[config.mk]
export PLATFORM = sky130hd
export DESIGN_NAME = load_issue_scheduler_flat
export DESIGN_NICKNAME = d
export VERILOG_FILES = /design/src/rtl/load_issue_scheduler_pkg.sv /design/src/rtl/load_issue_scheduler_if.sv /design/src/rtl/load_issue_scheduler_fifo.sv /design/src/rtl/load_issue_scheduler.sv /design/src/flat_wrapper.sv
export SDC_FILE = /design/constraint.sdc
export NUM_CORES = 1
export LEC_CHECK = 0
export CAP_MARGIN = 10
export CORE_MARGIN = 2
export CORE_UTILIZATION = 50
export DETAILED_ROUTE_END_ITERATION = 7
export GPL_ROUTABILITY_DRIVEN = 1
export HOLD_SLACK_MARGIN = 0.12
export PLACE_DENSITY = 0.73
export SETUP_SLACK_MARGIN = 0.15
export SLEW_MARGIN = 20
export SYNTH_ARGS = -nofsm -noshare
export SYNTH_HDL_FRONTEND = slang
export SYNTH_SLANG_ARGS = --single-unit
export TNS_END_PERCENT = 30
[constraint.sdc]
create_clock -name clock -period 3.3 [get_ports clock]
set_input_delay 0.33 -clock clock [delete_from_list [all_inputs] [get_ports clock]]
set_output_delay 0.33 -clock clock [all_outputs]
set_load 0.02 [all_outputs]
[src/rtl/load_issue_scheduler_pkg.sv]
// Shared types for the load issue scheduler:
// FSM states, default widths and the queued load entry.
package ls_pkg;

   localparam int ADDR_W = 32;
   localparam int DATA_W = 32;
   localparam int ROB_W  = 6;

   typedef enum logic [1:0] {
      IDLE,
      WAIT,
      BCAST
   } ls_state_e;

   typedef struct packed {
      logic [ADDR_W-1:0] addr;
      logic [ROB_W-1:0]  rob;
   } load_entry_t;

endpackage

[src/rtl/load_issue_scheduler_if.sv]
// Request, cache and CDB handshakes of the load issue scheduler.
// master = surrounding pipeline, slave = scheduler.
interface load_issue_scheduler_if #(
   parameter int ADDR_W = ls_pkg::ADDR_W,
   parameter int DATA_W = ls_pkg::DATA_W,
   parameter int ROB_W  = ls_pkg::ROB_W
);

   logic              req_valid;
   logic [ADDR_W-1:0] req_addr;
   logic [ROB_W-1:0]  req_rob;
   logic              req_ready;
   logic              mem_req;
   logic [ADDR_W-1:0] mem_addr;
   logic              mem_hit;
   logic [DATA_W-1:0] mem_data;
   logic              cdb_req;
   logic              cdb_grant;
   logic [ROB_W-1:0]  cdb_rob;
   logic [DATA_W-1:0] cdb_data;

   modport master (
      output req_valid, req_addr, req_rob,
      output mem_hit, mem_data, cdb_grant,
      input  req_ready, mem_req, mem_addr,
      input  cdb_req, cdb_rob, cdb_data
   );

   modport slave (
      input  req_valid, req_addr, req_rob,
      input  mem_hit, mem_data, cdb_grant,
      output req_ready, mem_req, mem_addr,
      output cdb_req, cdb_rob, cdb_data
   );

endinterface

[src/rtl/load_issue_scheduler_fifo.sv]
// Circular buffer of pending loads; head is
// exposed together with the entry behind it.
module load_fifo #(
   parameter int DEPTH = 4,
   parameter int W     = 8,
   localparam int PW   = $clog2(DEPTH),
   localparam int CW   = $clog2(DEPTH + 1)
) (
   input  logic          clock,
   input  logic          rst_n,
   input  logic          flush,
   input  logic          push,
   input  logic          pop,
   input  logic [W-1:0]  din,
   output logic [W-1:0]  head,
   output logic [W-1:0]  next,
   output logic          full,
   output logic          empty,
   output logic [CW-1:0] count
);

   logic [W-1:0]  mem [DEPTH];
   logic [PW-1:0] hd;
   logic [PW-1:0] tl;

   always_ff @(posedge clock or negedge rst_n) begin
      if (!rst_n) begin
         hd    <= '0;
         tl    <= '0;
         count <= '0;
      end else if (flush) begin
         hd    <= '0;
         tl    <= '0;
         count <= '0;
      end else begin
         if (push) tl <= tl + PW'(1);
         if (pop)  hd <= hd + PW'(1);
         count <= count + CW'(push) - CW'(pop);
      end
   end

   always_ff @(posedge clock or negedge rst_n) begin
      if (!rst_n) begin
         for (int i = 0; i < DEPTH; i++) mem[i] <= '0;
      end else if (push && !flush) begin
         mem[tl] <= din;
      end
   end

   assign head  = mem[hd];
   assign next  = mem[hd + PW'(1)];
   assign full  = (count == CW'(DEPTH));
   assign empty = (count == '0);

endmodule

[src/rtl/load_issue_scheduler.sv]
// In-order load issue: queue, single outstanding cache
// read, and hold of the result until the CDB grants.
module load_issue_scheduler
   import ls_pkg::*;
#(
   parameter int DEPTH = 4,
   localparam int CW   = $clog2(DEPTH + 1)
) (
   input  logic                   clock,
   input  logic                   rst_n,
   load_issue_scheduler_if.slave  bus,
   input  logic                   flush,
   output logic                   busy,
   output logic [CW-1:0]          count
);

   ls_state_e   state;
   load_entry_t din;
   load_entry_t head;
   load_entry_t next;
   logic        full;
   logic        empty;
   logic        push;
   logic        pop;

   assign din.addr      = bus.req_addr;
   assign din.rob       = bus.req_rob;
   assign bus.req_ready = !full;
   assign push = bus.req_valid && !full && !flush;
   assign pop  = (state == BCAST) && bus.cdb_grant && !flush;
   assign busy = !empty || (state != IDLE);

   load_fifo #(
      .DEPTH (DEPTH),
      .W     ($bits(load_entry_t))
   ) u_fifo (
      .clock (clock),
      .rst_n (rst_n),
      .flush (flush),
      .push  (push),
      .pop   (pop),
      .din   (din),
      .head  (head),
      .next  (next),
      .full  (full),
      .empty (empty),
      .count (count)
   );

   always_ff @(posedge clock or negedge rst_n) begin
      if (!rst_n) begin
         state        <= IDLE;
         bus.mem_req  <= 1'b0;
         bus.mem_addr <= '0;
         bus.cdb_req  <= 1'b0;
         bus.cdb_rob  <= '0;
         bus.cdb_data <= '0;
      end else if (flush) begin
         state       <= IDLE;
         bus.mem_req <= 1'b0;
         bus.cdb_req <= 1'b0;
      end else begin
         unique case (state)
            IDLE: begin
               if (!empty) begin
                  state        <= WAIT;
                  bus.mem_req  <= 1'b1;
                  bus.mem_addr <= head.addr;
               end
            end
            WAIT: begin
               if (bus.mem_hit) begin
                  state        <= BCAST;
                  bus.cdb_data <= bus.mem_data;
                  bus.cdb_rob  <= head.rob;
                  bus.mem_req  <= 1'b0;
                  bus.cdb_req  <= 1'b1;
               end
            end
            BCAST: begin
               if (bus.cdb_grant) begin
                  bus.cdb_req <= 1'b0;
                  // new head is the second entry, or the one
                  // being enqueued if the queue held only one
                  if (count > CW'(1)) begin
                     state        <= WAIT;
                     bus.mem_req  <= 1'b1;
                     bus.mem_addr <= next.addr;
                  end else if (push) begin
                     state        <= WAIT;
                     bus.mem_req  <= 1'b1;
                     bus.mem_addr <= din.addr;
                  end else begin
                     state <= IDLE;
                  end
               end
            end
            default: state <= IDLE;
         endcase
      end
   end

endmodule

[src/flat_wrapper.sv]
// flat-port wrapper written by rule: the top's interface ports become plain ports
module load_issue_scheduler_flat import ls_pkg::*;
#(
   parameter int DEPTH = 4,
   localparam int CW   = $clog2(DEPTH + 1)
)
  (clock, rst_n, flush, busy, count, bus_req_valid, bus_req_addr, bus_req_rob, bus_mem_hit, bus_mem_data, bus_cdb_grant, bus_req_ready, bus_mem_req, bus_mem_addr, bus_cdb_req, bus_cdb_rob, bus_cdb_data);
  load_issue_scheduler_if bus_i ();
  input  logic clock;
  input  logic rst_n;
  input  logic flush;
  output logic busy;
  output logic [CW-1:0] count;
  input wire logic [$bits(bus_i.req_valid)-1:0] bus_req_valid;
  input wire logic [$bits(bus_i.req_addr)-1:0] bus_req_addr;
  input wire logic [$bits(bus_i.req_rob)-1:0] bus_req_rob;
  input wire logic [$bits(bus_i.mem_hit)-1:0] bus_mem_hit;
  input wire logic [$bits(bus_i.mem_data)-1:0] bus_mem_data;
  input wire logic [$bits(bus_i.cdb_grant)-1:0] bus_cdb_grant;
  output wire logic [$bits(bus_i.req_ready)-1:0] bus_req_ready;
  output wire logic [$bits(bus_i.mem_req)-1:0] bus_mem_req;
  output wire logic [$bits(bus_i.mem_addr)-1:0] bus_mem_addr;
  output wire logic [$bits(bus_i.cdb_req)-1:0] bus_cdb_req;
  output wire logic [$bits(bus_i.cdb_rob)-1:0] bus_cdb_rob;
  output wire logic [$bits(bus_i.cdb_data)-1:0] bus_cdb_data;
  assign bus_i.req_valid = bus_req_valid;
  assign bus_i.req_addr = bus_req_addr;
  assign bus_i.req_rob = bus_req_rob;
  assign bus_i.mem_hit = bus_mem_hit;
  assign bus_i.mem_data = bus_mem_data;
  assign bus_i.cdb_grant = bus_cdb_grant;
  assign bus_req_ready = bus_i.req_ready;
  assign bus_mem_req = bus_i.mem_req;
  assign bus_mem_addr = bus_i.mem_addr;
  assign bus_cdb_req = bus_i.cdb_req;
  assign bus_cdb_rob = bus_i.cdb_rob;
  assign bus_cdb_data = bus_i.cdb_data;
  load_issue_scheduler #(.DEPTH(DEPTH)) u_core (.clock(clock), .rst_n(rst_n), .bus(bus_i), .flush(flush), .busy(busy), .count(count));
endmodule
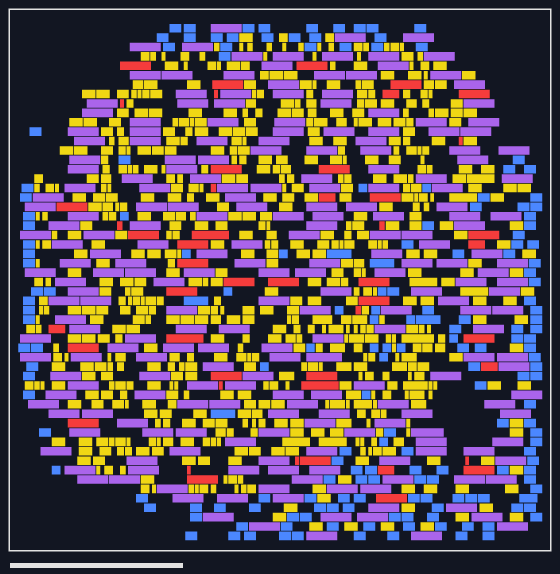
Run 1: placed cells, one color a class
The bar under the picture is 50 um long.
- yellow: remaining logic cells (cells 626; share of their area 38%)
- red: clock drivers and dummy loads (cells 47; share of their area 6.5%)
- blue: remaining buffers and delay cells (cells 179; share of their area 13%)
- purple: registers (cells 233; share of their area 42%)

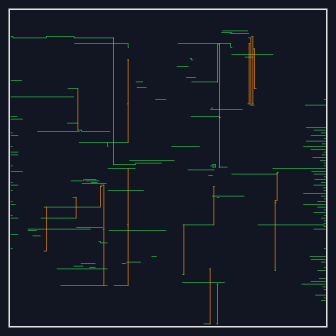
Run 1: wiring by layer
Two of the layers only.
- green: M3 (wire length 1100 um)
- orange: M4 (wire length 609 um)

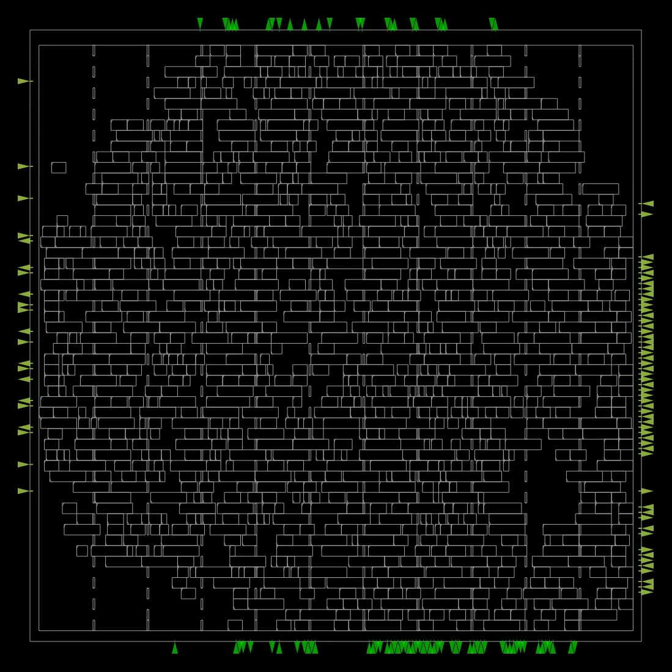
Run 1: cell outlines without signal wires
Well Taps: 285
# fillers: 1803
Seq area share: 0.411
flop count: 233
utilization after layout: 0.625

run 1: registers in the layout (all words and copies together) (netlist names):
register,count
u_core.bus.cdb_data,32
u_core.bus.cdb_req,1
u_core.bus.cdb_rob,6
u_core.bus.mem_addr,32
u_core.bus.mem_req,1
u_core.state,2
u_core.u_fifo.count,3
u_core.u_fifo.hd,2
u_core.u_fifo.mem,152
u_core.u_fifo.tl,2
run 1: per-layer routing:
metal,part of all wire,up-vias
li1,-,3759
met5,0,-
met4,0.022,0
met2,0.48,214
met3,0.041,44
met1,0.46,4257
run 1: final cells by class:
class                           instances  area, um2
Timing Repair Buffer                  179       1790
Sequential cell                       233       5840
Fill cell                            1803       8510
Clock inverter                          7        110
Inverter                               11       41.3
Multi-Input combinational cell        615       5270
Clock buffer                           40        785
Tap cell                              285        357
==> results.toml, run 1 <==
# flow metrics
[grt]
grt_busiest_layer = "met2"
grt_pass1_wl_um = 43800
use_met2 = 0.371
use_met3 = 0.0318
antenna_found_initial = 0
grt_overflow = 0
met1_usage = 0.308
grt_max_degree = 118

[route]
routed_via_density = 6.04
drt_iter0_drc = 528
wl_um = 27100
ant_nets = 0

[clock_network]
clk_pin_slew_worst_paths_ns = 0.06
clockBufferDepth = 3
ctsHtreeMaxLevel = 1
cts_tree = "yes"
clk_latency_ns = 0.52
post_cts_resized = 0
ctsRootBufferMaster = "clkbuf_16"
cts-hold-fix-buffers = 1
post-cts-setup-buffers = 0

[final_layout]
areaGrowthSynthToFinish_pct = 22.5
antennaDiodeCount = 0
fin_area_um2 = 14200
layout_top_cells = "dfrtp_1 (231), mux2_2 (192), clkdlybuf4s50_1 (151)"
final_cells = 1370

[final_timing]
setup_violations = 0
min_period_ns = 2.91
fin_ws_ns = 0.386
rsz0062_at_grt = "false"
worst_slew_pin_slew_ns = 0.956
fmax_mhz = 343
hold_viol_final = 0
finalClockPeriodUsage = 0.883

[yosys]
synth_top_cell_by_count = "dfrtp_1"
common_cells = "dfrtp_1 (233), mux2_2 (192), mux2i_1 (97)"
ys_sh_adder = 0.0158
flop_cell = "dfrtp_1"
synthArstFlopShare = 1.00
xor_share = 0.00302
synthAoiAreaFrac = 0.0820
syn_inst = 943
ys_sh_simple = 0.0702
ys_area_um2 = 11600
topCellsByArea = "dfrtp_1 (50%), mux2_2 (19%), mux2i_1 (8.4%)"
yosysTopAreaCellShare = 0.503
synth_nets = 1033

[setup_path]
critPathLaunchType = "flip-flop"
critical_path_class = "flip-flop to output port"
cp.depth = 4
end_kind = "output port"
endpoint = "busy"
critical-path-top-delay-family = "buffers and inverters"
r2r_end = "u_core.u_fifo.mem[93]$_DFFE_PN0P_"
cp_data_required_time_ns = 2.97

[die]
die_w_um = 156
fp.dieH_um = 156
ios = 153
fp-utilization = 0.510

[power_and_ir_drop]
share_comb_of_total_power = 0.395
p_per_area_nw_per_um2 = 918
fin_total_pwr_mw = 13.0
leakagePower_nw = 5.85
comb_cell_power_mw = 5.15
power.internal_mw = 8.57
p_seq_frac = 0.376
vdd_drop_max_v = 0.000544
power.share.clock = 0.229

[job]
warnings = 36
maxCapViolations = 0

[status]
status = "complete, no violations"

[place]
routabilityCongestion = 0.753
hpwl_um = 16100
dpl-instance-area_um2 = 13300

[min_path]
holdCritStartpoint = "bus_mem_data[6]"
hold_path_depth = 2
--- run 2 (diff from run 1) ---
--- a/config.mk
+++ b/config.mk
@@ -7,11 +7,10 @@
 export LEC_CHECK = 0
 export CAP_MARGIN = 10
 export CORE_MARGIN = 2
-export CORE_UTILIZATION = 50
+export CORE_UTILIZATION = 37
 export DETAILED_ROUTE_END_ITERATION = 7
 export GPL_ROUTABILITY_DRIVEN = 1
 export HOLD_SLACK_MARGIN = 0.12
-export PLACE_DENSITY = 0.73
 export SETUP_SLACK_MARGIN = 0.15
 export SLEW_MARGIN = 20
 export SYNTH_ARGS = -nofsm -noshare
==> run 2 against run 1 <==
Critical path depth stayed put. Global-route usage is 5.3 points lower. Non-clock buffer count is 4 higher. Via count is 0.71% lower. Count of clock-buffer cells in the layout is 2 lower. Register-to-register slack worse by 0.02 ns. Design area is 0.47% higher. Die area is 34% higher. Area after synthesis stayed put. Setup slack better by 0.053 ns. Critical endpoint unchanged.
==> results.toml, run 2 <==
# flow metrics
[status]
status = "complete, no violations"

[final_timing]
worst_slew_pin_slew_ns = 0.922
setup_violations = 0
tns_ns = 0
fin_ws_ns = 0.439
fmax_mhz = 350
min_period_ns = 2.86
hold_viol_final = 0
finalClockPeriodUsage = 0.867
rsz0062_at_grt = "false"

[final_layout]
top_regs = "u_core.u_fifo.mem: 152 flops, u_core.bus.cdb_data: 32 flops, u_core.bus.mem_addr: 32 flops"
fill_cells = 2801
fin_area_um2 = 14300
layout_top_cells = "dfrtp_1 (231), mux2_2 (192), clkdlybuf4s50_1 (151)"
final_cells = 1483
areaGrowthSynthToFinish_pct = 23.1
largest_reg_flops = 152
utilization = 0.464

[yosys]
flop_cell = "dfrtp_1"
ys_sh_simple = 0.0702
ys_sh_adder = 0.0158
topCellsByArea = "dfrtp_1 (50%), mux2_2 (19%), mux2i_1 (8.4%)"
xor_share = 0.00302
synthAoiAreaFrac = 0.0820
ys_area_um2 = 11600
synth_top_cell_by_count = "dfrtp_1"
synth_nets = 1033
common_cells = "dfrtp_1 (233), mux2_2 (192), mux2i_1 (97)"
syn_inst = 943
synthArstFlopShare = 1.00
yosysTopAreaCellShare = 0.503

[die]
die_w_um = 181
ios = 153
fp.dieH_um = 181
fp-utilization = 0.377

[grt]
use_met3 = 0.0224
met1_usage = 0.231
use_met2 = 0.293
grt_overflow = 0
grt_max_degree = 79
grt_pass1_wl_um = 45400
grt_busiest_layer = "met2"

[setup_path]
endpoint = "busy"
cp_data_required_time_ns = 2.97
r2r_end = "u_core.bus.mem_addr[18]$_DFFE_PN0P_"
critPathLaunchType = "flip-flop"
critical_path_class = "flip-flop to output port"
cp.depth = 4
critical-path-top-delay-family = "buffers and inverters"
path_cells = "inv_1 -> ha_1 -> or4b_2 -> clkdlybuf4s50_1"
end_kind = "output port"

[place]
hpwl_um = 17900
dpl-instance-area_um2 = 13500
routabilityCongestion = 0.736
io_buffers = 152

[route]
wl_um = 28500
drt_iter0_drc = 378
wl_met1_um = 13200
num_vias = 8215
wl_met2_um = 13600
routed_via_density = 5.54
wl_met3_um = 1230

[clock_network]
ctsHtreeMaxLevel = 1
clockBufferDepth = 3
ctsRootBufferMaster = "clkbuf_16"
cts_tree = "yes"
clk_pin_slew_worst_paths_ns = 0.06
post_cts_resized = 0

[min_path]
hold_path_depth = 2
holdCritStartpoint = "bus_mem_data[7]"

[job]
warnings = 34
maxCapViolations = 0

[power_and_ir_drop]
vdd_drop_max_v = 0.000464
leakagePower_nw = 5.82
fin_total_pwr_mw = 12.8
p_per_area_nw_per_um2 = 896
## run 2: repair_timing
item,4_1_cts,5_1_grt
hold endpoints to repair,74,0
setup endpoints to repair,0,0
hold buffers,1,0
## run 2: final cells by class
type / count / area (um2) / area share
multi-input combinational: 615 / 5270 / 0.369
tap: 396 / 495 / 0.0347
clock buffer: 38 / 757 / 0.0531
clock inverter: 7 / 42.5 / 0.00298
sequential: 233 / 5840 / 0.409
timing repair buffer: 183 / 1820 / 0.128
inverter: 11 / 41.3 / 0.00290
## run 2: report_power, final
part	switching (mW)	internal [mW]	leakage (nW)	total (mW)
registers	0.732	4.15	2.90	4.88
clock network	1.14	1.58	0.398	2.72
logic	2.61	2.56	2.52	5.17
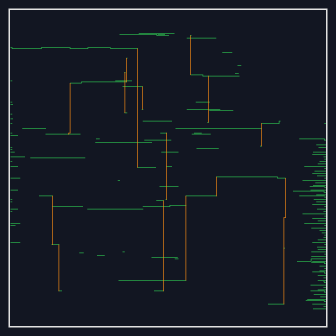
Run 2: wiring by layer
Two of the layers only.
- green: M3 (wire length 1230 um)
- orange: M4 (wire length 486 um)

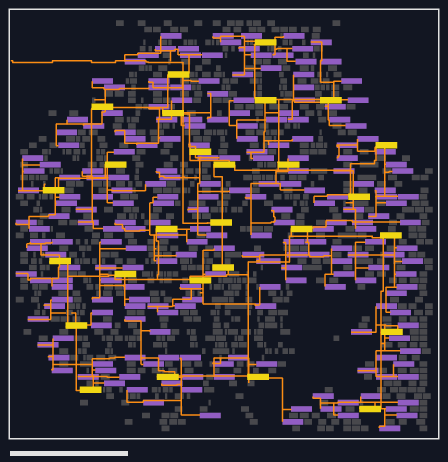
Run 2: clock wires, drivers and flops
The bar under the picture is 50 um long.
- yellow: clock-net drivers (count 27)
- purple: flip-flops (count 233)
- orange: clock wires (length 3100 um)
- routed clock nets: 28
- flops lie: widely spread

--- run 3 (diff from run 2) ---
--- a/config.mk
+++ b/config.mk
@@ -12,7 +12,6 @@
 export GPL_ROUTABILITY_DRIVEN = 1
 export HOLD_SLACK_MARGIN = 0.12
 export SETUP_SLACK_MARGIN = 0.15
-export SLEW_MARGIN = 20
 export SYNTH_ARGS = -nofsm -noshare
 export SYNTH_HDL_FRONTEND = slang
 export SYNTH_SLANG_ARGS = --single-unit
==> run 3 against run 2 <==
Sequential cell count did not move. Wire length did not move. Critical path depth stayed put. Design area is the same. Clock power barely moved.
==> results.toml, run 3 <==
# flow metrics
[job]
maxCapViolations = 0
warnings = 34

[final_timing]
worst_slew_pin_slew_ns = 0.922
setup_violations = 0
slew_viol_final = 0
rsz0062_at_grt = "false"
finalClockPeriodUsage = 0.867
min_period_ns = 2.86
clock_skew_ns = 0.0190
fmax_mhz = 350
hold_viol_final = 0
tns_ns = 0

[yosys]
xor_share = 0.00302
ys_area_um2 = 11600
flop_cell = "dfrtp_1"
ys_sh_adder = 0.0158
synthAoiAreaFrac = 0.0820
edf_count = 0
topCellsByArea = "dfrtp_1 (50%), mux2_2 (19%), mux2i_1 (8.4%)"
common_cells = "dfrtp_1 (233), mux2_2 (192), mux2i_1 (97)"
synth_top_cell_by_count = "dfrtp_1"
ys_sh_simple = 0.0702
synth_nets = 1033
yosysTopAreaCellShare = 0.503
synthArstFlopShare = 1.00
syn_inst = 943
yosys.cell_types.count = 41
mux_share = 0.282

[setup_path]
arrival_ns = 2.53
cp.depth = 4
endpoint = "busy"
end_kind = "output port"
slowest_stage = "or4b_2"
path_cells = "inv_1 -> ha_1 -> or4b_2 -> clkdlybuf4s50_1"
cp_data_required_time_ns = 2.97
critPathLaunchType = "flip-flop"
critical_path_class = "flip-flop to output port"
r2r_slack_ns = 0.73
crit_path_max_incr_delay_ns = 0.67
cp_num_buf_inv = 2
crit_fanout = 4
critical-path-top-delay-family = "buffers and inverters"
r2r_end = "u_core.bus.mem_addr[18]$_DFFE_PN0P_"

[final_layout]
nClkBuffers = 38
comb_cells = 615
design.seq.count = 233
layout_top_cells = "dfrtp_1 (231), mux2_2 (192), clkdlybuf4s50_1 (151)"
buf_share = 0.128
top_regs = "u_core.u_fifo.mem: 152 flops, u_core.bus.cdb_data: 32 flops, u_core.bus.mem_addr: 32 flops"
regMostFlops = "u_core.u_fifo.mem"
clock_cell_area_share = 0.0561
num-nonclk-inverters = 11
areaGrowthSynthToFinish_pct = 23.1
final_layout_top_logic_cell = "dfrtp_1"
nets = 1161
largest_class = "flip-flops and latches"
fill_cells = 2801
largest_reg_flops = 152
antennaDiodeCount = 0
seq_area_frac = 0.409
seq_area_um2 = 5840
comb_area_um2 = 5270
comb_share = 0.369
n_all_buffers = 183

[grt]
grt_pass1_wl_um = 45400
grt_max_degree = 79
grt_pass1_vias = 8288
grt_overflow = 0

[die]
taps = 396
fp.dieH_um = 181
fp-utilization = 0.377
die_w_um = 181
ios = 153

[route]
wl_met3_um = 1230
wl_um = 28500
post_drt_wl_per_cell_um = 19.2
drt_iter0_drc = 378
routed_via_density = 5.54
remaining_drc_errors = 0
wl_met1_um = 13200
wl_met2_um = 13600
num_vias = 8215

[clock_network]
clk_pin_slew_worst_paths_ns = 0.06
ctsRootBufferMaster = "clkbuf_16"
clk_latency_ns = 0.53
numCtsBuffers = 27
cts_tree = "yes"
cts-hold-fix-buffers = 1
cts.sinks = 233
post_cts_resized = 0
ctsHtreeMaxLevel = 1
clockBufferDepth = 3

[power_and_ir_drop]
leakagePower_nw = 5.82
p_per_area_nw_per_um2 = 896
fin_total_pwr_mw = 12.8
vdd_drop_max_v = 0.000464

[status]
status = "complete, no violations"

[place]
hpwl_um = 17900
routabilityCongestion = 0.736
io_buffers = 152

[min_path]
hold_path_depth = 2
holdCritStartpoint = "bus_mem_data[7]"
run 3: per-stage QoR:
step	hold slack (ns)	util	cells	area [um2]	setup slack, ns
after floorplan	0.0344	-	943	11600	0.666
after global routing	0.405	0.464	1483	14300	0.343
after CTS	0.389	0.464	1483	14300	0.400
after global placement	0.364	0.437	1437	13500	0.715
final	0.412	0.464	1483	14300	0.439
after detailed placement	0.368	0.437	1437	13500	0.712
run 3: power breakdown:
part / switching [mW] / internal, mW / total [mW] / leakage, nW
registers: 0.732 / 4.15 / 4.88 / 2.90
logic: 2.61 / 2.56 / 5.17 / 2.52
clock network: 1.14 / 1.58 / 2.72 / 0.398
run 3: metal layers:
metal,global-route usage,vias to the layer above
li1,-,3746
met1,0.231,4235
met2,0.293,199
met3,0.0224,35
met4,0.0377,0
met5,0,-
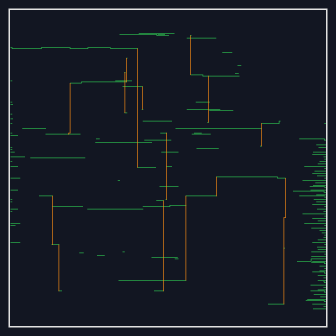
Run 3: wiring by layer
Two of the layers only.
- orange: M4 (wire length 486 um)
- green: M3 (wire length 1230 um)

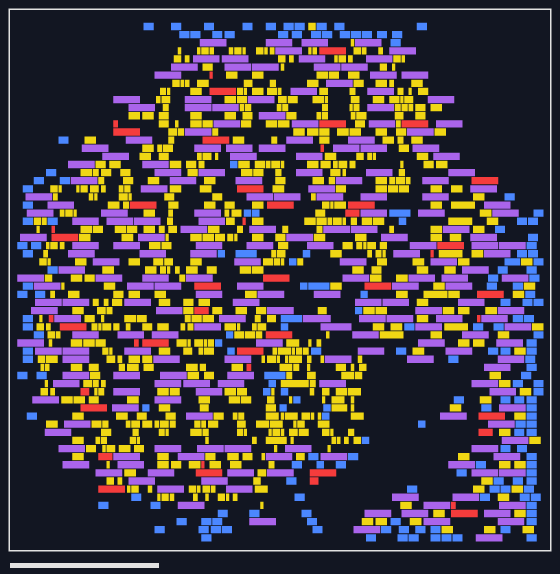
Run 3: placed cells, one color a class
The bar under the picture is 50 um long.
- yellow: remaining logic cells (cells 626; share of their area 39%)
- red: clock drivers and dummy loads (cells 45; share of their area 5.8%)
- blue: remaining buffers and delay cells (cells 183; share of their area 13%)
- purple: registers (cells 233; share of their area 42%)


==> notes/layouts.md <==
Pictures saved along the way, in no particular order.

Floorplan with the power grid.
The bar under the picture is 50 um long. Pins as bars on the die edge.
shot_01.png
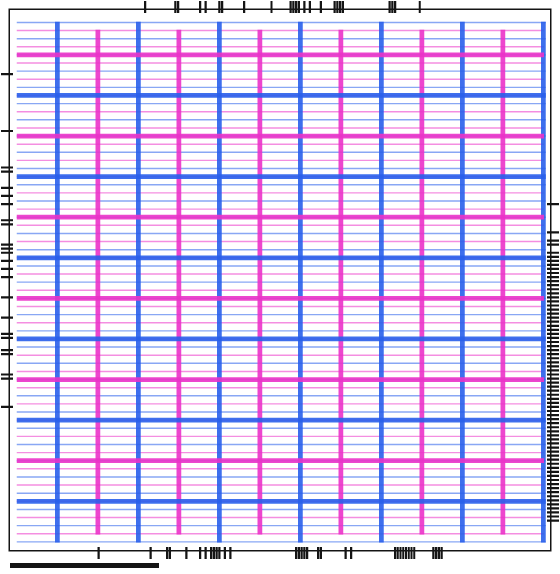
shot_02.png
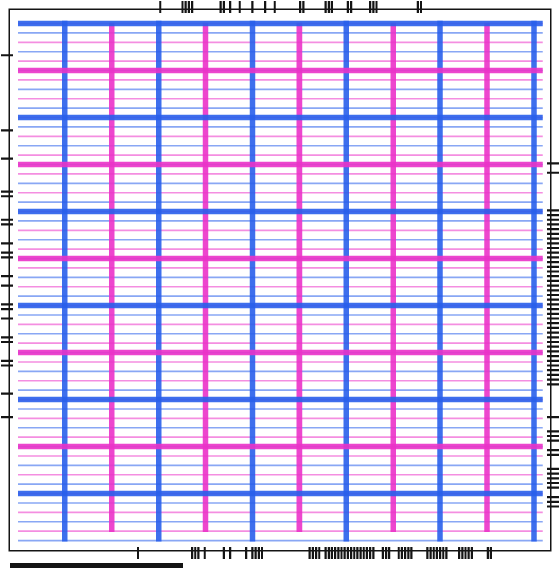
The one with the largest die is shot_01.png.
| from | picture |
|---|---|
| run 2 | shot_01.png |
| run 1 | shot_02.png |

Key to shot_01.png:
- magenta: VDD
- blue: VSS
- met1 rails: 65
- rows: 64
- signal pins: 153

Power and IR drop assume default switching activity.
